File: src/rtl/mod12_pkg.sv
// Shared constants for the modulo-12 down counter and its step synchronizer.
// Latency: n/a (constants only).
// Backpressure: n/a.
package mod12_pkg;

    // Default count range is 0..MODULUS_DEF-1
    localparam int MODULUS_DEF = 12;

    // Width of the count register and of load_val
    localparam int CNT_W = 4;

    // Count value forced while reset is high
    localparam logic [CNT_W-1:0] CNT_RST = '0;

endpackage

File: src/rtl/step_edge_sync.sv
// Synchronizes an asynchronous step level into clk and emits one pulse per rising edge.
// Latency: a rise set up before edge N gives pulse_out high between edges N+SYNC_STAGES-1 and N+SYNC_STAGES.
// Backpressure: none; the pulse is one cycle wide and is not held for a consumer.
module step_edge_sync #(
    parameter int SYNC_STAGES = 2
) (
    input  logic clk,
    input  logic reset,
    input  logic async_in,
    output logic pulse_out
);

    logic [SYNC_STAGES-1:0] sync_q;
    logic                   hist_q;

    // Shift the raw level through the synchronizer chain and remember the last stage one cycle back
    always_ff @(posedge clk or posedge reset) begin
        if (reset) begin
            sync_q <= '0;
            hist_q <= 1'b0;
        end else begin
            sync_q <= (sync_q << 1) | SYNC_STAGES'(async_in);
            hist_q <= sync_q[SYNC_STAGES-1];
        end
    end

    // Because history clears on reset, a level already high at release is seen as a fresh rise
    assign pulse_out = sync_q[SYNC_STAGES-1] & ~hist_q;

endmodule

File: src/rtl/mod12_down_counter.sv
// Modulo-MODULUS down counter stepped by a synchronized async edge, with clamped synchronous load.
// Latency: count updates at edge N+1+SYNC_STAGES-1 after a step rise set up before edge N; load takes one edge.
// Backpressure: none; steps arriving while en=0 or during a load are dropped, never queued.
module mod12_down_counter
    import mod12_pkg::*;
#(
    parameter int MODULUS     = MODULUS_DEF,
    parameter int SYNC_STAGES = 2
) (
    input  logic             clk,
    input  logic             reset,
    input  logic             step_in,
    input  logic             en,
    input  logic             load,
    input  logic [CNT_W-1:0] load_val,
    output logic [CNT_W-1:0] count,
    output logic             zero,
    output logic             borrow,
    output logic             load_err
);

    // Highest legal count; also the wrap target and the clamp value
    localparam logic [CNT_W-1:0] MAX_CNT = CNT_W'(MODULUS - 1);

    logic             step_pulse;
    logic [CNT_W-1:0] count_nxt;
    logic             borrow_nxt;
    logic             load_err_nxt;

    step_edge_sync #(
        .SYNC_STAGES (SYNC_STAGES)
    ) u_step_sync (
        .clk       (clk),
        .reset     (reset),
        .async_in  (step_in),
        .pulse_out (step_pulse)
    );

    // Load wins over a coincident step; out-of-range loads clamp to the top of the range
    always_comb begin
        count_nxt    = count;
        borrow_nxt   = 1'b0;
        load_err_nxt = 1'b0;
        if (load) begin
            if (load_val > MAX_CNT) begin
                count_nxt    = MAX_CNT;
                load_err_nxt = 1'b1;
            end else begin
                count_nxt = load_val;
            end
        end else if (step_pulse && en) begin
            if (count == '0) begin
                count_nxt  = MAX_CNT;
                borrow_nxt = 1'b1;
            end else begin
                count_nxt = count - CNT_W'(1);
            end
        end
    end

    // Single registered state: count plus the two one-cycle status pulses
    always_ff @(posedge clk or posedge reset) begin
        if (reset) begin
            count    <= CNT_RST;
            borrow   <= 1'b0;
            load_err <= 1'b0;
        end else begin
            count    <= count_nxt;
            borrow   <= borrow_nxt;
            load_err <= load_err_nxt;
        end
    end

    // Decoded from the register only so it never glitches on next-state logic
    assign zero = (count == '0);

endmodule
File: config.mk
export PLATFORM = sky130hd
export DESIGN_NAME = mod12_down_counter
export DESIGN_NICKNAME = d
export VERILOG_FILES = /design/src/rtl/mod12_pkg.sv /design/src/rtl/step_edge_sync.sv /design/src/rtl/mod12_down_counter.sv
export SDC_FILE = /design/constraint.sdc
export NUM_CORES = 1
export LEC_CHECK = 0
export ABC_CLOCK_PERIOD_IN_PS = 1200
export CORE_MARGIN = 5
export CORE_UTILIZATION = 24
export DETAILED_ROUTE_END_ITERATION = 6
export PLACE_DENSITY = 0.52
export SKIP_CTS_REPAIR_TIMING = 1
export SYNTH_ARGS = -nofsm -noshare
export SYNTH_HDL_FRONTEND = slang
export SYNTH_HIERARCHICAL = 1
export SYNTH_SLANG_ARGS = --single-unit
File: constraint.sdc
create_clock -name clk -period 1.2 [get_ports clk]
set_input_delay 0.24 -clock clk [delete_from_list [all_inputs] [get_ports clk]]
set_output_delay 0.24 -clock clk [all_outputs]
set_load 0.01 [all_outputs]
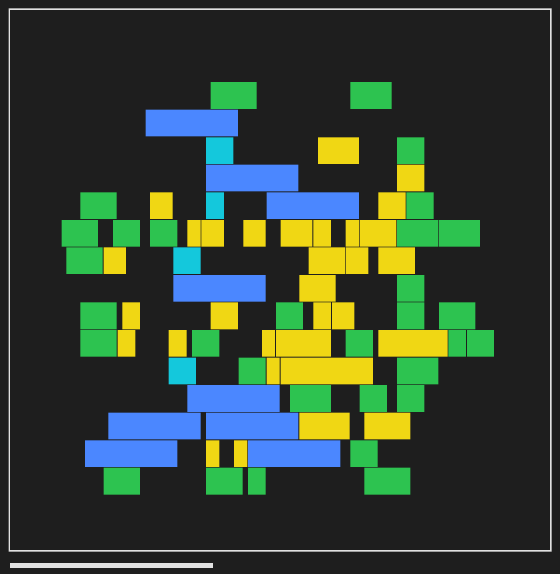
(run_1/placement_by_type.png)
Scale bar: 20 um.
Key: cyan = clock drivers and dummy loads [cells 4]; blue = sequential cells [cells 9]; yellow = combinational and other logic [cells 31]; green = remaining buffers and delay cells [cells 31]
std cell rows: 15
area of the placeable core: 1764 um2

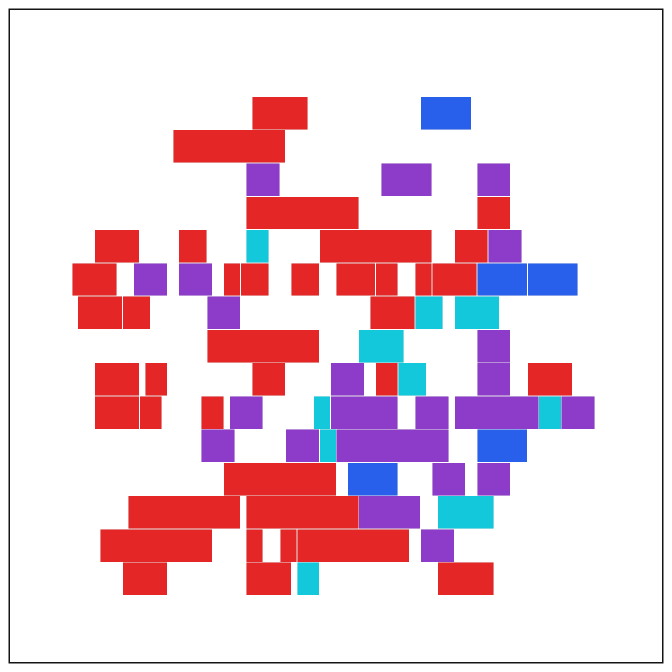
(run_1/sizes.png)
Key: cyan = _2 cells [cells 10, share 13%]; purple = _3 and _4 cells [cells 22, share 29%, most used buf_4]; red = _0 and _1 cells [cells 38, share 51%, most used dfrtp_1]; blue = _6 and larger [cells 5, share 6.7%, most used buf_6]

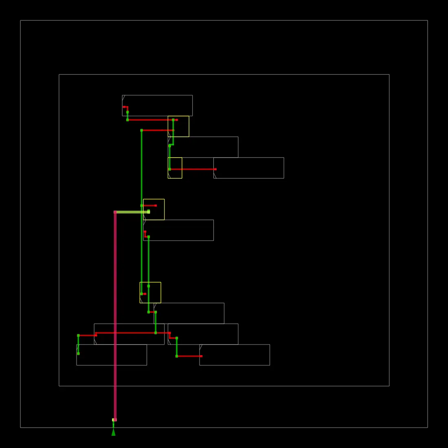
(run_1/clocks.png)
Layout clock buffers: 3
Power Clock: 0.226 mW

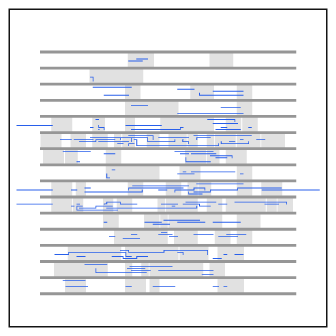
(run_1/layer_met1.png)
Supply wires on this layer in grey. Cells faint in the background.
The longest straight run is 15.2 um. 72 nets have wire on it. The layer holds 47% of the routed length. The wires run mostly horizontal. The layer carries 493 um of wire.

==> run summary, run 1 <==
Notes on the physical design

The floorplan step records an initial core utilization of 25.53%. Counting the warning lines in the Yosys log gives 6. TritonRoute output was used to compute an average wire per cell of 10.46 um. The slew check shows that the tightest pin keeps a relative margin of 78.42%.

The source of the worst register-to-register timing path is count[0]$_DFFE_PP0P_. The highest routed metal layer is met4. The worst setup path is captured at an output port.

Nets still carrying antenna violations after routing amount to 0. On the critical path the data arrives at 1170 ps. CTS built an H-tree with a depth of 1. The number of antenna violations at the first check in global routing is 0. For this run, the post-layout net count is 86. Post-synth the commonest register cell is dfrtp_1.

The number of vias after detailed routing is 397. The transition at the pin with the smallest max-transition slack is 322.7 ps. The count of cells along the worst register-to-register path is 6.

The final timing report gives a worst setup slack of -212.6 ps. The total wirelength of the detailed-routed design is 1046 um. The analysis attributes to cell leakage a power of 0.4188 nW. The register bit total from synthesis is 9.

Max-cap violations in this run came to 0. In the per-layer summary, the met1 wirelength comes to 493 um. The number of fill cells is 189.

The synthesized instance count is 41. Per the detail_route report, DRC violations left total 0. The via count of the first global-routing pass is 365. The number of failing setup endpoints in the final timing report is 4. The commonest cells after synthesis are dfrtp_1 (9), inv_1 (4), nor2_1 (3). The final reports fail on setup timing. The number of port buffers is 15.

The clock transition at the registers of the reported paths is 60 ps. In the post-synthesis netlist, the biggest area contributors are dfrtp_1 (50%), mux2i_1 (4.4%), nor3b_4 (4.2%). The total I/O pin count is 16. Yosys mapped a number of flops with a built-in enable equal to 0. Clock tree synthesis found a total of 9 sinks.

The final cell utilization of the core is 46.10%. In this run, the number of DRC markers left after iteration 0 of detailed routing was 5. The first global-routing pass estimated 1607 um of wire. The total power draw is 0.8218 mW.

The post-synthesis cell type with the largest instance count is dfrtp_1. The run finished, with violations left. The worst-case setup slack after placement is -388.2 ps. The final antenna diode tally reported by the flow is 0. The final timing report lists a hold violation count of 0.
-- run 1: per-layer routing --
layer  up-vias  GRT usage, %
met5         -             0
met4         0         8.936
met3         2        0.8451
met2        11         11.22
met1       176         10.88
li1        208             -
-- run 1: final cells by class --
cell class	instances	area, um2	share of cell area, %
Tap cell	25	31.28	3.846
Multi-Input combinational cell	27	237.7	29.23
Clock inverter	1	5.005	0.6154
Timing Repair Buffer	31	276.5	34.00
Inverter	4	15.01	1.846
Clock buffer	3	22.52	2.769
Sequential cell	9	225.2	27.69
-- run 1: flip-flops by register name, indices dropped and copies added (netlist names) --
register and cells:
load_err 1, u_step_sync/sync_q 2, count 4, u_step_sync/hist_q 1, borrow 1
-- run 1: worst max-delay path, stage by stage (launching register included) --
cell	delay, ps
dfrtp_1	390
inv_2	80
ha_4	130
nor3b_4	170
buf_2	150
-- run 1: worst max-delay path by stage --
stage,endpoint,slack [ps],depth (start not counted)
2_1_floorplan,count[0]$_DFFE_PP0P_,-50,5
3_3_place_gp,zero,-370,4
3_5_place_dp,zero,-390,4
4_1_cts,zero,-680,4
5_1_grt,zero,-250,4
6_report,zero,-210,4
-- run 1: cells in the final DEF (no fill, tap or decap), types with 2 or more instances in the layout --
cell | synthesis | routed
nor2_2 | 0 | 2
o21ai_0 | 2 | 2
buf_6 | 0 | 5
clkbuf_4 | 0 | 3
dlymetal6s2s_1 | 0 | 2
buf_4 | 0 | 14
dfrtp_1 | 9 | 9
a21oi_1 | 2 | 2
inv_2 | 0 | 2
inv_1 | 4 | 2
clkdlybuf4s50_1 | 0 | 8
mux2i_1 | 2 | 2
-- run 1: power by group --
part / leakage, nW / total (mW) / internal, mW / switching (mW)
clock network: 0.0177 / 0.226 / 0.123 / 0.103
registers: 0.110 / 0.336 / 0.324 / 0.0120
logic: 0.291 / 0.260 / 0.156 / 0.104
total: 0.419 / 0.822 / 0.603 / 0.219
-- run 1: metrics by stage --
| step | TNS, ps | cells |
|---|---|---|
| after floorplan | -54.84 | 41 |
| after global placement | -1224 | 92 |
| after detailed placement | -1346 | 92 |
| after CTS | -2506 | 96 |
| after global routing | -588.1 | 100 |
| final | -321.1 | 100 |
-- run 1: logic make-up after synthesis --
logic type	Yosys count	share of synthesized area (%)
simple gates	15	24.45
compound gates	8	10.56
flops	9	50.00
buf+inv	5	4.442
fa+ha+maj	1	2.777
mux	3	7.777
==> run_1/clk_routes.png <==
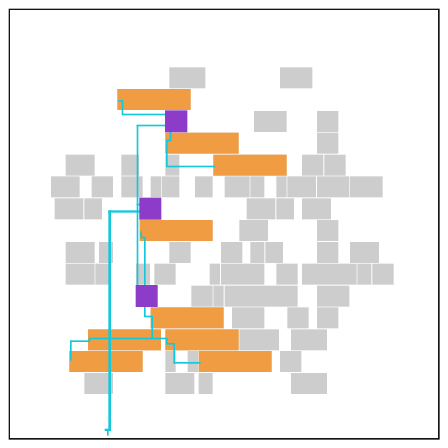

==> run 2, diff against run 1 <==
--- a/config.mk
+++ b/config.mk
@@ -9,7 +9,7 @@
 export CORE_MARGIN = 5
 export CORE_UTILIZATION = 24
 export DETAILED_ROUTE_END_ITERATION = 6
-export PLACE_DENSITY = 0.52
+export RECOVER_POWER = 50
 export SKIP_CTS_REPAIR_TIMING = 1
 export SYNTH_ARGS = -nofsm -noshare
 export SYNTH_HDL_FRONTEND = slang
==> constraint.sdc (replaced) <==
create_clock -name clk -period 1.2 [get_ports clk]
set_input_delay 0.24 -clock clk [delete_from_list [all_inputs] [get_ports clk]]
set_output_delay 0.24 -clock clk [all_outputs]
set_load 0.05 [all_outputs]
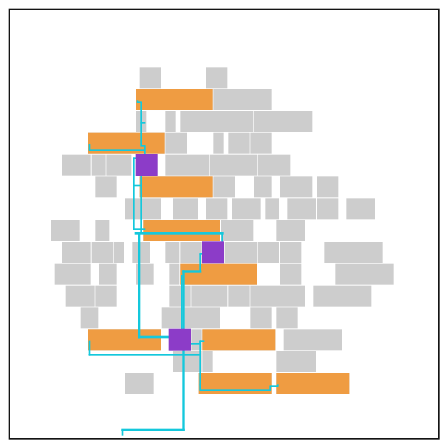
(run_2/clk_routes.png)
Key: cyan = clock wires [length 143 um]; purple = clock drivers [count 3]; orange = flip-flops [count 9]
There are 4 routed clock nets.
clock network latency to the later pin of the worst-skew pair: 270 ps
Worst Clk Skew: 5.264 ps
clock network power share: 24.5%
Power Clock: 0.238 mW

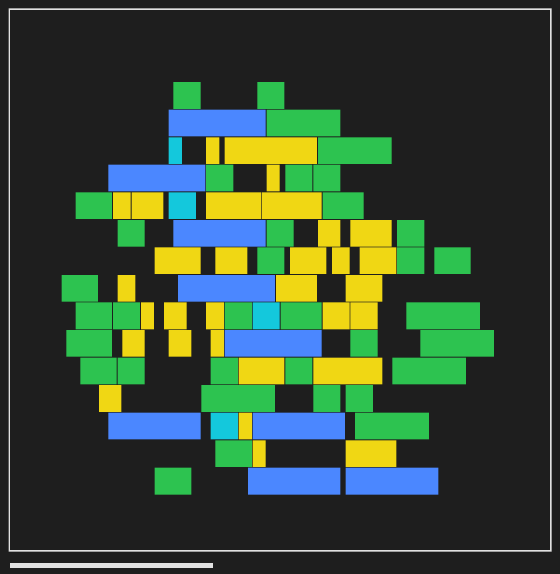
(run_2/placement_by_type.png)
Scale bar: 20 um.
area of all placed cells without fillers: 940.9 um2
sequential portion of the cell area: 24.47%
core occupancy in the finished layout: 53.33%

==> run 2 against run 1 <==
Compared with the run above:
- the run still ends with setup timing left
- sequential share of layout area fell by 3.2 points
- clock skew hardly changed
- global-route usage is 0.94 points higher
- sequential power grew 2%
- worst setup slack got worse by 100 ps
- critical path depth stayed put
- final cell count rose by 4.0%
- synthesized cell count stayed put
- core utilization grew 7.2 points
- first-iteration DRC count fell by 60%
- non-clock buffer count rose by 4
- largest power group is now combinational cells
==> run summary, run 2 <==
Notes on the physical design

The total I/O pin count came to 16 (unchanged). The most common cell after layout, fill and taps aside is buf_4 (unchanged). The number of failing setup endpoints in the final timing report came to 8 (was 4).

The root buffer cell is clkbuf_4 (unchanged). The standard-cell row count came to 15 (unchanged). The net total in the final layout is 90 (was 86). The transition at the pin with the smallest max-transition slack is 334.1 ps (was 322.7 ps). Outcome: complete, but fails checks (unchanged). The post-synthesis cell type with the largest instance count was dfrtp_1 (unchanged). The number of vias after detailed routing came to 432 (was 397). The first-pass GRT wire length is 1773 um (was 1607 um). The biggest fanout along the worst timing path is 2 (unchanged). The dominant register cell was dfrtp_1 (unchanged). The static leakage power was 0.4358 nW (was 0.4188 nW). The number of antenna repair diodes is 0 (unchanged). The number of flip-flops in the largest register is 4 (unchanged). The clock transition at the registers of the reported paths is 60 ps (about the same). The number of antenna violations at the first check in global routing came to 0 (unchanged). The number of port buffers is 15 (unchanged). The starting density of the core is 25.53% (unchanged). The number of cells in Yosys stat is 41 (unchanged).

The max-cap check violation count came to 0 (unchanged). Biggest registers after layout: count (4), u_step_sync/sync_q (2) (unchanged). The via count of the first global-routing pass is 412 (was 365). The minimum setup slack in the final design is -314.5 ps (was -212.6 ps).

The synthesized instance count is 41 (unchanged). The number of warnings issued by yosys is 6 (unchanged). The top register by number of flip-flops is count (unchanged). The post-detailed-route DRC marker count came to 0 (unchanged). The normalized max-slew margin came to 77.69% (was 78.42%). Most frequent logic cells in the routed design: buf_4 (18), buf_12 (7), clkdlybuf4s50_1 (6), dfrtp_1 (5), dfrtp_2 (4) (was buf_4 (14), dfrtp_1 (9), clkdlybuf4s50_1 (8), buf_6 (5), clkbuf_4 (3)). The total clock sinks came to 9 (unchanged). Violated checks: setup timing (unchanged). The total number of H-tree levels came to 1 (unchanged). The number of hold violations in the final report is 0 (unchanged). The remaining antenna violation count is 0 (unchanged). The total wirelength of the detailed-routed design came to 1105 um (was 1046 um). The kind of end point of the critical path is an output port (unchanged). The number of DRC violations after detailed-routing iteration 0 is 2 (was 5). The count of library flops with an enable pin is 0 (unchanged). Cell types with the largest area share after synthesis: dfrtp_1 (50%), mux2i_1 (4.4%), nor3b_4 (4.2%) (unchanged). The critical path arrival is 1270 ps (was 1170 ps). The standard cell core area is 1764 um2 (unchanged). The register bit total from synthesis came to 9 (unchanged). The fraction of the yosys area taken by sequential cells came to 50.00% (unchanged).
[run 2: final cells by class]
cell class | instances | area (um2)
well taps | 25 | 31.28
clock buffers | 4 | 26.28
flip-flops and latches | 9 | 230.2
multi-input cells | 27 | 257.7
fillers | 158 | 823.3
inverters | 4 | 15.01
repair buffers | 35 | 380.4
[run 2: final timing paths]
kind                                                 start                               to  slack (ps)  cells past startpoint
max                                   count[0]$_DFFE_PP0P_                             zero        -310                      4
min                                                  reset     u_step_sync/hist_q$_DFF_PP0_         310                      2
max reg2reg                           count[0]$_DFFE_PP0P_             count[0]$_DFFE_PP0P_        -160                      6
min reg2reg                u_step_sync/sync_q[0]$_DFF_PP0_  u_step_sync/sync_q[1]$_DFF_PP0_         370                      0
max in group asynchronous                            reset             count[0]$_DFFE_PP0P_         620                      2
min in group clk           u_step_sync/sync_q[0]$_DFF_PP0_  u_step_sync/sync_q[1]$_DFF_PP0_         370                      0
[run 2: critical path: stages (launching register included)]
cell and delay, ps:
dfrtp_2 400, inv_2 80, ha_4 130, nor3b_4 230, buf_12 170
[run 2: kinds of logic after synthesis]
family	count (synthesis)	synth area share, %
buffers and inverters	5	4.442
flip-flops	9	50.00
AND/OR/NAND/NOR	15	24.45
multiplexers	3	7.777
adder cells (fa/ha/maj)	1	2.777
AND-OR/OR-AND	8	10.56
[run 2: through the flow]
step	setup TNS, ps	setup WS, ps	std cells	hold WS, ps	power [mW]
after floorplan	-1318	-481.2	41	-6.356	0.5039
after global placement	-580.4	-164.4	94	335.2	0.6886
after detailed placement	-662.9	-151.3	94	361.7	0.6945
after CTS	-640.4	-376.0	98	176.5	0.9290
after global routing	-1237	-365.2	104	319.5	1.018
final	-848.1	-314.5	104	306.0	0.9739
[run 2: layer usage]
layer  part of all wire, %  up-vias  global-route usage (%)
li1                      -      218                       -
met1                    40      196                   10.03
met2                    51       14                   15.51
met3                   6.0        4                   1.690
met4                   2.9        0                   7.660
met5                     0        -                       0
[run 2: power breakdown]
part,switching [mW],leakage (nW),internal (mW)
Combinational,0.175,0.315,0.216
Sequential,0.0174,0.106,0.327
Clock,0.110,0.0150,0.128
Power and IR drop assume default switching activity.
